File: src/rtl/tlc_pkg.sv
// ----------------------------------------------------------------------------
// tlc_pkg
// Shared definitions for the traffic-light controller blocks.
//
// Contents:
//   - NUM_PHASES / PHASE_W   : four approach phases, 2-bit phase index
//   - STATE_* localparams    : lamp-state encoding as presented on o_state
//   - tlc_state_e            : FSM state type built on that encoding
//   - DEF_* constants        : default green / yellow / all-red timings
//   - phase_onehot()         : phase index -> one-hot lamp vector
// ----------------------------------------------------------------------------
package tlc_pkg;

    localparam int unsigned NUM_PHASES = 4;
    localparam int unsigned PHASE_W    = 2;

    // Encoding is visible outside the block on o_state, so it is pinned here.
    localparam logic [1:0] STATE_GREEN   = 2'd0;
    localparam logic [1:0] STATE_YELLOW  = 2'd1;
    localparam logic [1:0] STATE_ALL_RED = 2'd2;

    typedef enum logic [1:0] {
        ST_GREEN   = STATE_GREEN,
        ST_YELLOW  = STATE_YELLOW,
        ST_ALL_RED = STATE_ALL_RED
    } tlc_state_e;

    localparam int unsigned DEF_MIN_GREEN = 10;
    localparam int unsigned DEF_MAX_GREEN = 25;
    localparam int unsigned DEF_YELLOW_T  = 4;
    localparam int unsigned DEF_ALLRED_T  = 2;
    localparam int unsigned DEF_CNT_W     = 10;

    // One-hot lamp pattern for a phase index (phase 0 -> bit 0).
    function automatic logic [NUM_PHASES-1:0] phase_onehot(input logic [PHASE_W-1:0] phase);
        return NUM_PHASES'(1) << phase;
    endfunction

endpackage : tlc_pkg

File: src/rtl/tlc_rr_picker.sv
// ----------------------------------------------------------------------------
// tlc_rr_picker
// Combinational round-robin search. Starting one past the current phase and
// wrapping modulo NUM_PHASES, returns the first phase whose pending bit is
// set. The current phase itself is never considered, so a phase that keeps
// asking cannot starve the others.
//
// Ports:
//   pending_i     in  NUM_PHASES  latched requests per phase
//   phase_i       in  PHASE_W     phase currently (or last) granted
//   found_o       out 1           some other phase is pending
//   next_phase_o  out PHASE_W     chosen phase; equals phase_i when !found_o
// ----------------------------------------------------------------------------
module tlc_rr_picker
    import tlc_pkg::*;
(
    input  logic [NUM_PHASES-1:0] pending_i,
    input  logic [PHASE_W-1:0]    phase_i,
    output logic                  found_o,
    output logic [PHASE_W-1:0]    next_phase_o
);

    // Scan offsets 1..NUM_PHASES-1; the first hit wins. The 2-bit add wraps
    // naturally, which gives the modulo-4 search order for free.
    always_comb begin : search
        logic [PHASE_W-1:0] candidate;
        candidate    = phase_i;
        found_o      = 1'b0;
        next_phase_o = phase_i;
        for (int k = 1; k < NUM_PHASES; k++) begin
            candidate = phase_i + PHASE_W'(k);
            if (!found_o && pending_i[candidate]) begin
                found_o      = 1'b1;
                next_phase_o = candidate;
            end
        end
    end

endmodule : tlc_rr_picker

File: src/rtl/tlc_phase_arbiter.sv
// ----------------------------------------------------------------------------
// tlc_phase_arbiter
// Four-phase green-time arbiter. Latches vehicle-detector requests, grants the
// single green right-of-way round-robin under minimum / maximum green timers,
// routes every handover through YELLOW and ALL_RED clearance, and honours an
// emergency preempt that forces a chosen phase. All outputs are registered so
// they can drive the lamp drivers directly.
//
// Parameters:
//   MIN_GREEN  minimum green cycles per grant (unless preempted)
//   MAX_GREEN  maximum green cycles while another phase is pending
//   YELLOW_T   yellow duration in cycles
//   ALLRED_T   all-red clearance duration in cycles
//   CNT_W      state-timer width, must hold MAX_GREEN
//
// Ports:
//   i_clk            in   1  clock
//   i_rst_n          in   1  asynchronous active-low reset
//   i_req            in   4  vehicle-detect level per phase
//   i_preempt        in   1  emergency preempt request (level)
//   i_preempt_phase  in   2  phase to force while i_preempt is high
//   o_green          out  4  one-hot green lamp, zero outside GREEN
//   o_yellow         out  4  outgoing phase bit during YELLOW
//   o_red            out  4  ~(o_green | o_yellow)
//   o_phase          out  2  current or last-granted phase
//   o_state          out  2  GREEN=0, YELLOW=1, ALL_RED=2
//   o_pending        out  4  latched, unserved requests
// ----------------------------------------------------------------------------
module tlc_phase_arbiter
    import tlc_pkg::*;
#(
    parameter int unsigned MIN_GREEN = DEF_MIN_GREEN,
    parameter int unsigned MAX_GREEN = DEF_MAX_GREEN,
    parameter int unsigned YELLOW_T  = DEF_YELLOW_T,
    parameter int unsigned ALLRED_T  = DEF_ALLRED_T,
    parameter int unsigned CNT_W     = DEF_CNT_W
) (
    input  logic                  i_clk,
    input  logic                  i_rst_n,
    input  logic [NUM_PHASES-1:0] i_req,
    input  logic                  i_preempt,
    input  logic [PHASE_W-1:0]    i_preempt_phase,
    output logic [NUM_PHASES-1:0] o_green,
    output logic [NUM_PHASES-1:0] o_yellow,
    output logic [NUM_PHASES-1:0] o_red,
    output logic [PHASE_W-1:0]    o_phase,
    output logic [1:0]            o_state,
    output logic [NUM_PHASES-1:0] o_pending
);

    // Exit thresholds: each condition is tested on the cycle where the timer
    // reads N-1, so the new state appears after exactly N cycles.
    localparam logic [CNT_W-1:0] MIN_LIM   = CNT_W'(MIN_GREEN - 1);
    localparam logic [CNT_W-1:0] MAX_LIM   = CNT_W'(MAX_GREEN - 1);
    localparam logic [CNT_W-1:0] YEL_LIM   = CNT_W'(YELLOW_T - 1);
    localparam logic [CNT_W-1:0] AR_LIM    = CNT_W'(ALLRED_T - 1);
    localparam logic [CNT_W-1:0] TIMER_SAT = {CNT_W{1'b1}};

    localparam logic [NUM_PHASES-1:0] RESET_GREEN = NUM_PHASES'(1);

    tlc_state_e              state_q,   state_d;
    logic [PHASE_W-1:0]      phase_q,   phase_d;
    logic [CNT_W-1:0]        timer_q,   timer_d;
    logic [NUM_PHASES-1:0]   pending_q, pending_d;
    logic [NUM_PHASES-1:0]   green_q,   green_d;
    logic [NUM_PHASES-1:0]   yellow_q,  yellow_d;
    logic [NUM_PHASES-1:0]   red_q,     red_d;

    logic [NUM_PHASES-1:0]   phaseMask;
    logic [NUM_PHASES-1:0]   greenMask;
    logic [NUM_PHASES-1:0]   nextMask;
    logic                    others;
    logic                    gapOut;
    logic                    maxOut;
    logic                    rrFound;
    logic [PHASE_W-1:0]      rrPhase;
    logic                    enterGreen;

    tlc_rr_picker u_rr_picker (
        .pending_i    (pending_q),
        .phase_i      (phase_q),
        .found_o      (rrFound),
        .next_phase_o (rrPhase)
    );

    // Gap-out and max-out only count as reasons to leave when somebody else
    // is actually waiting; with nobody else waiting the phase rests in green.
    always_comb begin
        phaseMask = phase_onehot(phase_q);
        others    = |(pending_q & ~phaseMask);
        gapOut    = (timer_q >= MIN_LIM) && others && !i_req[phase_q];
        maxOut    = (timer_q >= MAX_LIM) && others;
    end

    // Next-state logic. A preempt naming the green phase pins it in green and
    // masks the timers; a preempt naming any other phase ends green at once.
    // Yellow is never shortened. The phase only changes on leaving ALL_RED,
    // where preempt overrides the round-robin pick, and an empty search
    // returns green to the same phase.
    always_comb begin
        state_d    = state_q;
        phase_d    = phase_q;
        enterGreen = 1'b0;
        unique case (state_q)
            ST_GREEN: begin
                if (i_preempt) begin
                    if (i_preempt_phase != phase_q) begin
                        state_d = ST_YELLOW;
                    end
                end else if (gapOut || maxOut) begin
                    state_d = ST_YELLOW;
                end
            end
            ST_YELLOW: begin
                if (timer_q == YEL_LIM) begin
                    state_d = ST_ALL_RED;
                end
            end
            ST_ALL_RED: begin
                if (timer_q == AR_LIM) begin
                    state_d    = ST_GREEN;
                    enterGreen = 1'b1;
                    if (i_preempt) begin
                        phase_d = i_preempt_phase;
                    end else if (rrFound) begin
                        phase_d = rrPhase;
                    end
                end
            end
            default: begin
                state_d = ST_GREEN;
            end
        endcase
    end

    // Timer restarts on every state change and otherwise counts up, holding
    // at all-ones so an idle green rest cannot wrap back under MIN_GREEN.
    always_comb begin
        if (state_d != state_q) begin
            timer_d = '0;
        end else if (timer_q == TIMER_SAT) begin
            timer_d = timer_q;
        end else begin
            timer_d = timer_q + CNT_W'(1);
        end
    end

    // Requests latch for any phase that is not currently showing green
    // (during YELLOW/ALL_RED nobody holds green, so every request latches).
    // The bit of the phase about to go green is cleared last, so a request
    // arriving on the grant edge is absorbed by the grant itself.
    always_comb begin
        greenMask = (state_q == ST_GREEN) ? phaseMask : '0;
        pending_d = pending_q | (i_req & ~greenMask);
        if (enterGreen) begin
            pending_d = pending_d & ~phase_onehot(phase_d);
        end
    end

    // Lamp outputs are decoded from the next state so that they register on
    // the same edge as the state itself, with no input-to-output path.
    always_comb begin
        nextMask = phase_onehot(phase_d);
        green_d  = (state_d == ST_GREEN)  ? nextMask : '0;
        yellow_d = (state_d == ST_YELLOW) ? nextMask : '0;
        red_d    = ~(green_d | yellow_d);
    end

    // State, timer, pending and lamp registers; reset leaves phase 0 green.
    always_ff @(posedge i_clk or negedge i_rst_n) begin
        if (!i_rst_n) begin
            state_q   <= ST_GREEN;
            phase_q   <= '0;
            timer_q   <= '0;
            pending_q <= '0;
            green_q   <= RESET_GREEN;
            yellow_q  <= '0;
            red_q     <= ~RESET_GREEN;
        end else begin
            state_q   <= state_d;
            phase_q   <= phase_d;
            timer_q   <= timer_d;
            pending_q <= pending_d;
            green_q   <= green_d;
            yellow_q  <= yellow_d;
            red_q     <= red_d;
        end
    end

    assign o_green   = green_q;
    assign o_yellow  = yellow_q;
    assign o_red     = red_q;
    assign o_phase   = phase_q;
    assign o_state   = state_q;
    assign o_pending = pending_q;

endmodule : tlc_phase_arbiter

File: config.mk
export PLATFORM = sky130hd
export DESIGN_NAME = tlc_phase_arbiter
export DESIGN_NICKNAME = d
export VERILOG_FILES = /design/src/rtl/tlc_pkg.sv /design/src/rtl/tlc_rr_picker.sv /design/src/rtl/tlc_phase_arbiter.sv
export SDC_FILE = /design/constraint.sdc
export NUM_CORES = 1
export LEC_CHECK = 0
export ABC_AREA = 1
export CAP_MARGIN = 20
export CORE_ASPECT_RATIO = 1.2
export CORE_MARGIN = 10
export CORE_UTILIZATION = 50
export DETAILED_ROUTE_END_ITERATION = 10
export HOLD_SLACK_MARGIN = 0.02
export PLACE_DENSITY = 0.87
export SLEW_MARGIN = 20
export SYNTH_ARGS = -nofsm -noshare
export SYNTH_HDL_FRONTEND = slang
export SYNTH_SLANG_ARGS = --single-unit
File: constraint.sdc
create_clock -name i_clk -period 4.1 [get_ports i_clk]
set_clock_uncertainty 0.15 [all_clocks]
set_input_delay 0.41 -clock i_clk [delete_from_list [all_inputs] [get_ports i_clk]]
set_output_delay 0.41 -clock i_clk [all_outputs]
set_load 0.02 [all_outputs]
Figure 1. Signal wires on met2.
Scale: 4 px per um. Cells faint in the background.
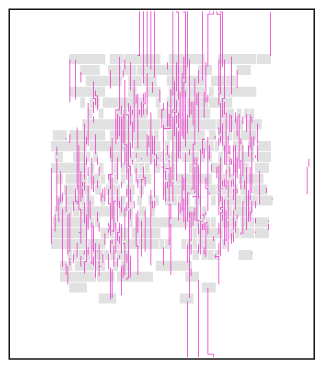
share of all routed wire = 52%
nets with wire on the layer = 233
Routed WL: 4040 um
total vias in the final route: 1570

Figure 2. Close-up of the layout.
Window x 47 to 67, y 55 to 75 um. Cells in gray, sequential cells in the stronger gray; small squares are vias.
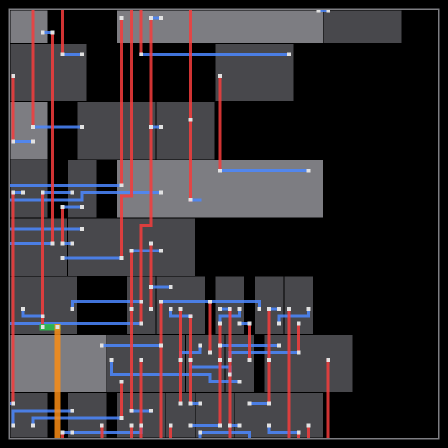
blue -> M1
red -> M2
orange -> M4
green -> M3
cells with their middle in the window = 26
netlist names of flops here include = `o_red` (2)
most frequent = nand2_1 (6), clkdlybuf4s50_1 (5)
sequential cells in the window = 2

Figure 3. I/O nets highlighted.
Scale: 4 px per um.
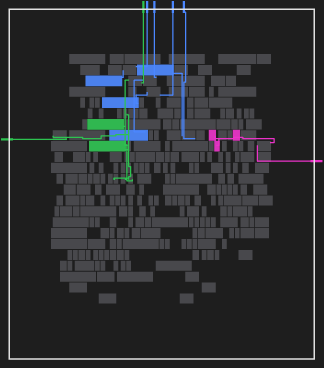
green -> `o_state`  # direction output, edge 1 north, 1 west, end cells 2, buffers 2, wire 106 um
magenta -> `i_preempt`  # direction input, edge east, end cells 3, buffers 1, wire 37.8 um
blue -> `o_green`  # direction output, edge north, end cells 4, buffers 4, wire 137 um
# IOs: 29
number of I/O port buffers: 28

==> flow_summary.yaml <==
# synthesis and place-and-route metrics
worst_setup_path:
  path_class: "flip-flop to flip-flop"
  worstSetupStartpointType: "flip-flop"
  critPathMaxFanout: 12
  cp_num_buf_inv: 2
  worstPathCellList: "inv_4 > ha_1 > inv_1 > nand3_1 > a21oi_1 > nand2_2 > a21oi_4 > nand3_2 > nor2_1 > nor2_1"
  crit-reg2reg-capture: "o_pending[1]$_DFF_PN0_"
  reg2reg_from: "o_phase[0]$_DFF_PN0_"
  timing.critical_path.to: "o_pending[1]$_DFF_PN0_"
  worstRegToRegCells: 10
  reg2reg_slack_ns: 1.65
  crit_path_top_delay_cell: "sky130_fd_sc_hd__dfrtp_1"
  data_arrival_at_the_endpoint_of_the_critical_path_ns: 2.47
  worst-path-stages: 10
  critical_path.top_delay_family: "flip-flops"
  worst_setup_path_end_kind: "flip-flop"
  worstPathRequired_ns: 4.12
  timing.critical_path.mode_cell: "sky130_fd_sc_hd__nor2_1"
  crit_path_start: "o_phase[0]$_DFF_PN0_"
  cpPeakStageDelay_ns: 0.60
floorplan:
  floorplan.die.width_um: 75.9
  floorplan.tapcells: 52
  row_count: 24
  fp.coreArea_mm2: 0.00363
  initCoreUtil: 0.516
  floorplan.die_area_mm2: 0.00661
  die_height_um: 87.1
layout:
  final_common_cell: "sky130_fd_sc_hd__nand2_1"
  regMostFlops: "timer_q"
  postLayoutCoreUtil: 0.627
  design.seq.count: 30
  finish.cell_count_without_fillers: 321
  multiInputGateArea_um2: 958
  fraction_of_standard_cell_area_that_is_sequential: 0.332
  layout-drive-gt1-share: 0.167
  combAreaFraction: 0.421
  largest_register_ffs: 10
  sequential_cell_area_um2: 756
  fin_area_mm2: 0.00228
  nonClkBufAreaFrac: 0.126
  dominant_cells: "logic gates"
  post_synthesis_to_final_layout_area_growth_pct: 21.6
  n_clock_buffer: 6
  diodes: 0
  design.final.nets: 285
  final-clk-cell-share: 0.0362
  n_all_inverters: 33
  highest_count_cells_in_the_layout_ignoring_fill_and_taps: "sky130_fd_sc_hd__nand2_1, sky130_fd_sc_hd__inv_1, sky130_fd_sc_hd__clkdlybuf4s50_1, sky130_fd_sc_hd__nor2_1, sky130_fd_sc_hd__dfrtp_1"
  num-nonclk-buffers: 29
  num-multi-input-gates: 169
  filler_cell_count: 314
pwr:
  clock_power_share: 0.145
  powerSeq_uw: 458
  comb_cell_power_uw: 868
  share_comb_of_total_power: 0.560
  report.power.total_mw: 1.55
  seqPwrFrac: 0.295
  cell_internal_pwr_uw: 836
  power_leader: "combinational logic"
  power.density_mw_per_mm2: 681
  irDropWorstVdd_mv: 0.390
  p_sw_uw: 715
  switching_share: 0.461
  clock_net_power_uw: 225
  p_leak_nw: 1.13
sta:
  hold_ws_ns: 0.357
  relative_slew_slack: 0.711
  timing_hold_violations_final: 0
  timing_max_transition_violations_final: 0
  tns_ns: 0
  layout_worst_path_cycle_share: 0.599
  unrepaired_setup_endpoints_after_global_routing: "false"
  post-route-min-period_ns: 2.45
  worstMarginPinSlew_ns: 0.433
  upper_clock_frequency_limit_ghz: 0.407
  fin_ws_ns: 1.65
  setup-violations-final: 0
clock_tree:
  cts_hold_repair.buffers: 0
  clk_root_buffer_cell: "sky130_fd_sc_hd__clkbuf_8"
  num_clock_sinks: 30
  cts.reportedPaths.clkPinSlew_ns: 0.07
  tritoncts.num_buffers: 5
  post_cts_resize_count: 0
  post_cts_buffers: 0
  cts_tree: "built"
  htree_num_levels: 2
  ctsLongestPathBuffers: 2
  clock_insertion_delay_worst_skew_ns: 0.28
logic_synthesis:
  main_logic_family: "simple AND/OR/NAND/NOR gates"
  aoi_share: 0.0701
  edf_count: 0
  synthSimpleGateAreaFrac: 0.364
  largest_area_cell: "sky130_fd_sc_hd__dfrtp_1"
  synth.cellmix.adderShare: 0.0534
  ys_dominant_reg_cell: "sky130_fd_sc_hd__dfrtp_1"
  post_synth_inst_count: 234
  syn-cell-area_mm2: 0.00187
  yosys_cells: 234
  yosys-mux-area-fraction: 0
  yosys-top-cells-area: "sky130_fd_sc_hd__dfrtp_1, sky130_fd_sc_hd__nand2_1, sky130_fd_sc_hd__inv_1"
  synth_dominant_cell_count: "sky130_fd_sc_hd__nand2_1"
  ys_area_mm2: 0.00187
  top_cell_area_share: 0.347
  synth_area_per_cell_um2: 8.01
  ys_seq_frac: 0.403
  synth_cell_type_count: 29
  ys_async_sr_fraction: 1.00
  yosys_register_bits: 30
  syn_nets: 251
  xor_share: 0.0234
  yosys_warnings: 0
  post_synth_most_frequent_cells: "sky130_fd_sc_hd__nand2_1, sky130_fd_sc_hd__inv_1, sky130_fd_sc_hd__dfrtp_1, sky130_fd_sc_hd__nor2_1, sky130_fd_sc_hd__nand3_1"
grt:
  grt_util_all_layers: 0.132
  maximum_number_of_pins_on_one_net_before_global_route_repair: 31
  global_route.usage.met2: 0.228
  grt-busiest-layer: "met2"
  initial_antenna_violation_count: 0
  global_route_wire_length_before_repair_um: 6790
  globalRoute.totalOverflow: 0
  via_count_of_the_first_global_routing_pass: 1565
  groute.layer.met1.usage: 0.142
  grt.met3_usage: 0.0422
placed_design:
  placed_cell_area_mm2: 0.00220
  hpwl_um: 3170
  globalplace.congestion: 0.898
  dp_cells: 313
  detailedPlace.worstSlack_ns: 1.66
run:
  max-cap-violations: 0
  warning_count: 33
routing:
  drt-vias-per-instance: 4.89
  drt_first_pass_iters: 4
  wl_met3_um: 241
  detail_route.drc_violations: 0
  routedLengthMet1_um: 1640
  wl_met2_um: 2090
  post_route_antenna_net_violation_count: 0
  drt_first_iter_violations: 113
  maxUsedRoutingLayer: "met4"
status:
  outcome: "finished, final reports clean"
worst_hold_path:
  worstHoldPathType: "primary input to async pin"
Power figures rest on the tool's default switching activity, not on a simulated workload.
